$ cat config.mk
export PLATFORM = sky130hd
export DESIGN_NAME = relay_bank
export DESIGN_NICKNAME = d
export VERILOG_FILES = /design/src/rtl/relay_bank.sv
export SDC_FILE = /design/constraint.sdc
export NUM_CORES = 1
export LEC_CHECK = 0
export CORE_ASPECT_RATIO = 1.1
export CORE_UTILIZATION = 29
export DETAILED_ROUTE_END_ITERATION = 8
export PLACE_DENSITY = 0.51
export SLEW_MARGIN = 20
export SYNTH_ARGS = -nofsm -noshare
export SYNTH_HDL_FRONTEND = slang
export SYNTH_SLANG_ARGS = --single-unit
$ cat constraint.sdc
create_clock -name clk -period 2.3 [get_ports clk]
set_clock_uncertainty 0.15 [all_clocks]
set_input_delay 0.46 -clock clk [delete_from_list [all_inputs] [get_ports clk]]
set_output_delay 0.46 -clock clk [all_outputs]
set_load 0.01 [all_outputs]
$ cat src/rtl/relay_bank.sv
`default_nettype none
// ============================================================================
//  Module   : relay_bank
//  Purpose  : Bank of N independent changeover-relay models driven by a
//             shared tick strobe. Each channel has a normally-open and a
//             normally-closed contact, operate / release / alternate-release
//             timing, and a break-before-make transit gap in which both
//             contacts are open.
//  Revision : 1.0  initial release
// ----------------------------------------------------------------------------
//  Ports
//    clk       in   1  system clock
//    rst_n     in   1  asynchronous active-low reset
//    tick      in   1  timebase strobe (one clk wide); all timing counts ticks
//    e         in   N  coil energise per channel
//    ar        in   N  alternate-release select, sampled when release begins
//    c_no      out  N  normally-open contact closed
//    c_nc      out  N  normally-closed contact closed
//    busy      out  N  channel is in a timed or transit state
//    any_busy  out  1  OR of busy
// ----------------------------------------------------------------------------
//  Optional feature
//    RELAY_BOUNCE_EN : when defined, c_no bounces for T_BOUNCE ticks after
//                      pull-in. When undefined no bounce logic is built.
// ============================================================================
module relay_bank #(
  parameter int N        = 4,
  parameter int T_OP     = 10,
  parameter int T_REL    = 10,
  parameter int T_ALT    = 20,
  parameter int T_BBM    = 2,
  parameter int T_BOUNCE = 3
) (
  input  logic         clk,
  input  logic         rst_n,
  input  logic         tick,
  input  logic [N-1:0] e,
  input  logic [N-1:0] ar,
  output logic [N-1:0] c_no,
  output logic [N-1:0] c_nc,
  output logic [N-1:0] busy,
  output logic         any_busy
);

  function automatic int max2(input int a, input int b);
    return (a > b) ? a : b;
  endfunction

  localparam int T_MAX = max2(max2(max2(T_OP, T_REL), max2(T_ALT, T_BBM)), T_BOUNCE);
  localparam int W     = $clog2(T_MAX + 1);

  localparam logic [W-1:0] OP_LOAD  = W'(T_OP);
  localparam logic [W-1:0] REL_LOAD = W'(T_REL);
  localparam logic [W-1:0] ALT_LOAD = W'(T_ALT);
  localparam logic [W-1:0] BBM_LOAD = W'(T_BBM);
  localparam logic [W-1:0] ONE      = W'(1);
  localparam bit           HAS_BBM  = (T_BBM > 0);

  typedef enum logic [2:0] {
    ST_OPEN    = 3'd0,
    ST_PULLING = 3'd1,
    ST_BREAK   = 3'd2,
    ST_PULLED  = 3'd3,
    ST_OPENING = 3'd4,
    ST_RETURN  = 3'd5
  } state_t;

  for (genvar g = 0; g < N; g++) begin : g_ch
    state_t         state_q, state_d;
    logic [W-1:0]   ctr_q, ctr_d;
    logic           done;
    logic           enter_pulled;

    // The count ends on the tick that takes the counter from 1 to 0; the
    // entry edge reloads the counter, so a tick there is never counted.
    assign done = tick && (ctr_q == ONE);

    always_ff @(posedge clk or negedge rst_n) begin
      if (!rst_n) begin
        state_q <= ST_OPEN;
        ctr_q   <= '0;
      end else begin
        state_q <= state_d;
        ctr_q   <= ctr_d;
      end
    end

    always_comb begin
      state_d = state_q;
      ctr_d   = ctr_q;
      case (state_q)
        ST_OPEN: begin
          if (e[g]) begin
            state_d = ST_PULLING;
            ctr_d   = OP_LOAD;
          end
        end
        ST_PULLING: begin
          if (!e[g]) begin
            state_d = ST_OPEN;
            ctr_d   = '0;
          end else if (done) begin
            if (HAS_BBM) begin
              state_d = ST_BREAK;
              ctr_d   = BBM_LOAD;
            end else begin
              state_d = ST_PULLED;
              ctr_d   = '0;
            end
          end else if (tick) begin
            ctr_d = ctr_q - ONE;
          end
        end
        ST_BREAK: begin
          // Dropping the coil mid-transit swings the armature back through
          // a full transit gap rather than snapping to OPEN.
          if (!e[g]) begin
            state_d = ST_RETURN;
            ctr_d   = BBM_LOAD;
          end else if (done) begin
            state_d = ST_PULLED;
            ctr_d   = '0;
          end else if (tick) begin
            ctr_d = ctr_q - ONE;
          end
        end
        ST_PULLED: begin
          if (!e[g]) begin
            state_d = ST_OPENING;
            ctr_d   = ar[g] ? ALT_LOAD : REL_LOAD;
          end
        end
        ST_OPENING: begin
          if (e[g]) begin
            state_d = ST_PULLED;
            ctr_d   = '0;
          end else if (done) begin
            if (HAS_BBM) begin
              state_d = ST_RETURN;
              ctr_d   = BBM_LOAD;
            end else begin
              state_d = ST_OPEN;
              ctr_d   = '0;
            end
          end else if (tick) begin
            ctr_d = ctr_q - ONE;
          end
        end
        ST_RETURN: begin
          if (e[g]) begin
            state_d = ST_BREAK;
            ctr_d   = BBM_LOAD;
          end else if (done) begin
            state_d = ST_OPEN;
            ctr_d   = '0;
          end else if (tick) begin
            ctr_d = ctr_q - ONE;
          end
        end
        default: begin
          state_d = ST_OPEN;
          ctr_d   = '0;
        end
      endcase
    end

    // Pull-in completes from either the operate count (no transit gap) or
    // the make side of the transit gap.
    assign enter_pulled = ((state_q == ST_PULLING) || (state_q == ST_BREAK)) &&
                          (state_d == ST_PULLED);

`ifdef RELAY_BOUNCE_EN
    localparam logic [W-1:0] BOUNCE_LOAD = W'(T_BOUNCE);

    logic [W-1:0] bctr_q, bctr_d;
    logic         bbit_q, bbit_d;
    logic         bouncing;

    always_ff @(posedge clk or negedge rst_n) begin
      if (!rst_n) begin
        bctr_q <= '0;
        bbit_q <= 1'b0;
      end else begin
        bctr_q <= bctr_d;
        bbit_q <= bbit_d;
      end
    end

    always_comb begin
      bctr_d = bctr_q;
      bbit_d = bbit_q;
      if (enter_pulled) begin
        bctr_d = BOUNCE_LOAD;
        bbit_d = 1'b1;
      end else if ((state_q == ST_PULLED) && (state_d == ST_PULLED)) begin
        if (tick && (bctr_q != '0)) begin
          bctr_d = bctr_q - ONE;
          bbit_d = ~bbit_q;
        end
      end else begin
        // Leaving PULLED (or never in it) abandons any bounce in progress.
        bctr_d = '0;
        bbit_d = 1'b0;
      end
    end

    assign bouncing = (state_q == ST_PULLED) && (bctr_q != '0);

    assign c_no[g] = bouncing ? bbit_q
                              : ((state_q == ST_PULLED) || (state_q == ST_OPENING));
    assign busy[g] = bouncing ||
                     !((state_q == ST_OPEN) || (state_q == ST_PULLED));
`else
    logic unused_enter;
    assign unused_enter = enter_pulled;

    assign c_no[g] = (state_q == ST_PULLED) || (state_q == ST_OPENING);
    assign busy[g] = !((state_q == ST_OPEN) || (state_q == ST_PULLED));
`endif

    assign c_nc[g] = (state_q == ST_OPEN) || (state_q == ST_PULLING);
  end : g_ch

  assign any_busy = |busy;

endmodule : relay_bank
`default_nettype wire
### Clock network drawn from the DEF

(6 px per micron)
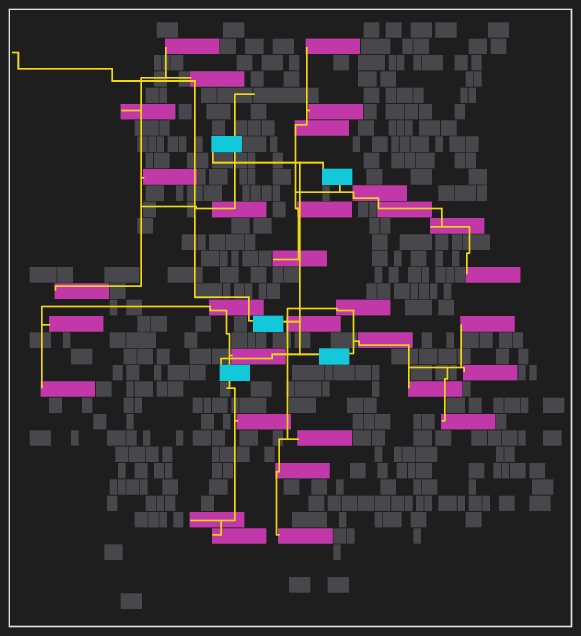
legend:
  flip-flops:
    colour: magenta
    count: 32
  clock drivers:
    colour: cyan
    count: 5
  clock wires:
    colour: yellow
    length: 563 microns
routed clock nets: 6

### Cells coloured by class

(4 px per micron) Fill, decap, tap and diode cells in grey.
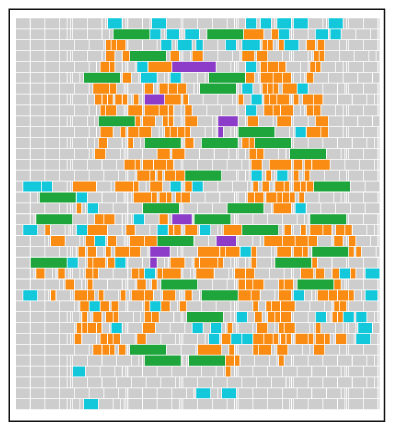
legend:
  remaining buffers and delay cells:
    colour: cyan
    cells: 70
  combinational and other logic:
    colour: orange
    cells: 297
  clock drivers and dummy loads:
    colour: purple
    cells: 8
  sequential cells:
    colour: green
    cells: 32

### Zoomed window

Region (34, 39) to (59, 64) microns. Cells in grey, sequential cells in the stronger grey; small squares are vias.
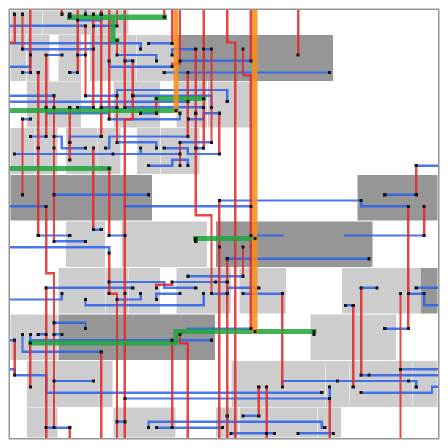
legend:
  metal 1:
    colour: blue
  metal 4:
    colour: orange
  metal 3:
    colour: green
  metal 2:
    colour: red
cells with their middle in the window: 41
sequential cells in the window: 5
netlist names of flops here include: `g_ch.ctr_q` (5)
most frequent: dfrtp_1 (5), buf_4 (5), nand2_1 (4)

### Clock wiring as the flow saved it

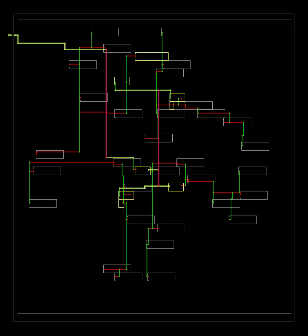
TritonCTS buffer count: 5
Flops: 32
Clk. pwr: 0.000544 W
worst-skew pair later-pin latency: 290 ps

### Placement density heat map

(3 px per micron) The die is cut into 9 by 10 equal tiles; black is low, pale yellow is high, 0 to 100% covered.
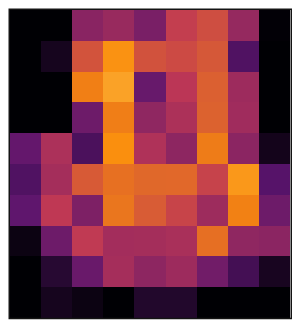
nearly empty tiles: 19%
densest ninth of the die: middle
mean over tiles: 35%
fullest tile: 80%
tiles over 75% full: 4.4%

==> deck_impl_summary.md <==
Implementation Results

Setup path
  • CP Data Arrival Time: 1630 ps
  • Worst reg2reg path startpoint: g_ch[3].ctr_q[0]$_DFFE_PN0P_
  • FF-to-FF End: g_ch[3].ctr_q[1]$_DFFE_PN0P_
  • Cell Chain, Critical Path: xor2_1 -> nand2b_4 -> or4_1 -> buf_2
  • CP max stage delay: about 500 ps
  • Crit path max-delay family: simple AND/OR/NAND/NOR gates
  • Worst setup path endpoint: any_busy

Final layout
  • Diodes inserted: 0
  • Largest reg by FF count: g_ch.ctr_q
  • Combinational gates: 280
  • Most instantiated logic cell after routing: buf_4
  • Max reg flops: 20
  • FF+latch area: 801 sq um
  • Top cell category: combinational gates
  • Post-route design area: roughly 3400 sq um
  • Largest regs: g_ch.ctr_q: 20 flops, g_ch.state_q: 12 flops

Logic synthesis
  • Adder share: 0.0375
  • Distinct cells, synth: 65
  • Post-Syn Area: 2670 sq um
  • Yosys cell count: between 300 and 400
  • Main flop type: dfrtp_1
  • Yosys reg bits: 32
  • Top cells, area: dfrtp_1 (30%), nand2_1 (6.5%), nor2_1 (5.5%)
  • Xor+xnor area frac: 0.0295
  • Max-area cell share: 0.300
  • Total nets after synthesis: 371
  • Most numerous cell in the Yosys netlist: nand2_1
  • Top cells by count, synth: nand2_1 (46), nor2_1 (39), dfrtp_1 (32), a21oi_1 (28)

STA
  • Ratio of final minimum period to clock period: 0.976
  • Finish-stage setup viols: 0
  • Fin. Hold Viols: 0
  • Max-slew violations: 0

Placement
  • IO Port Bufs: 23

Route
  • Vias: roughly 2700
  • Met2 wire len: 3420 microns
  • Wire per inst: 13.3 microns
  • Post-DRT Antenna Nets: 0

Power
  • Logic pwr share: 0.627
  • Leakage: 1.53 nW
  • Pwr/cell area: 1240 nW/um^2
  • Combinational Power: approximately 0.0027 W
  • Worst vdd ir: 399 uV
  • Clock Power Share: 0.128

Clock network
  • Hold bufs inserted after CTS: 0
  • CTS root buffer: clkbuf_8

GRT
  • Global routing usage on met3: 0.0288

Floorplanning
  • Die ar.: 9590 sq um

Outcome
  • Status: finished clean
Power and IR drop assume default switching activity.
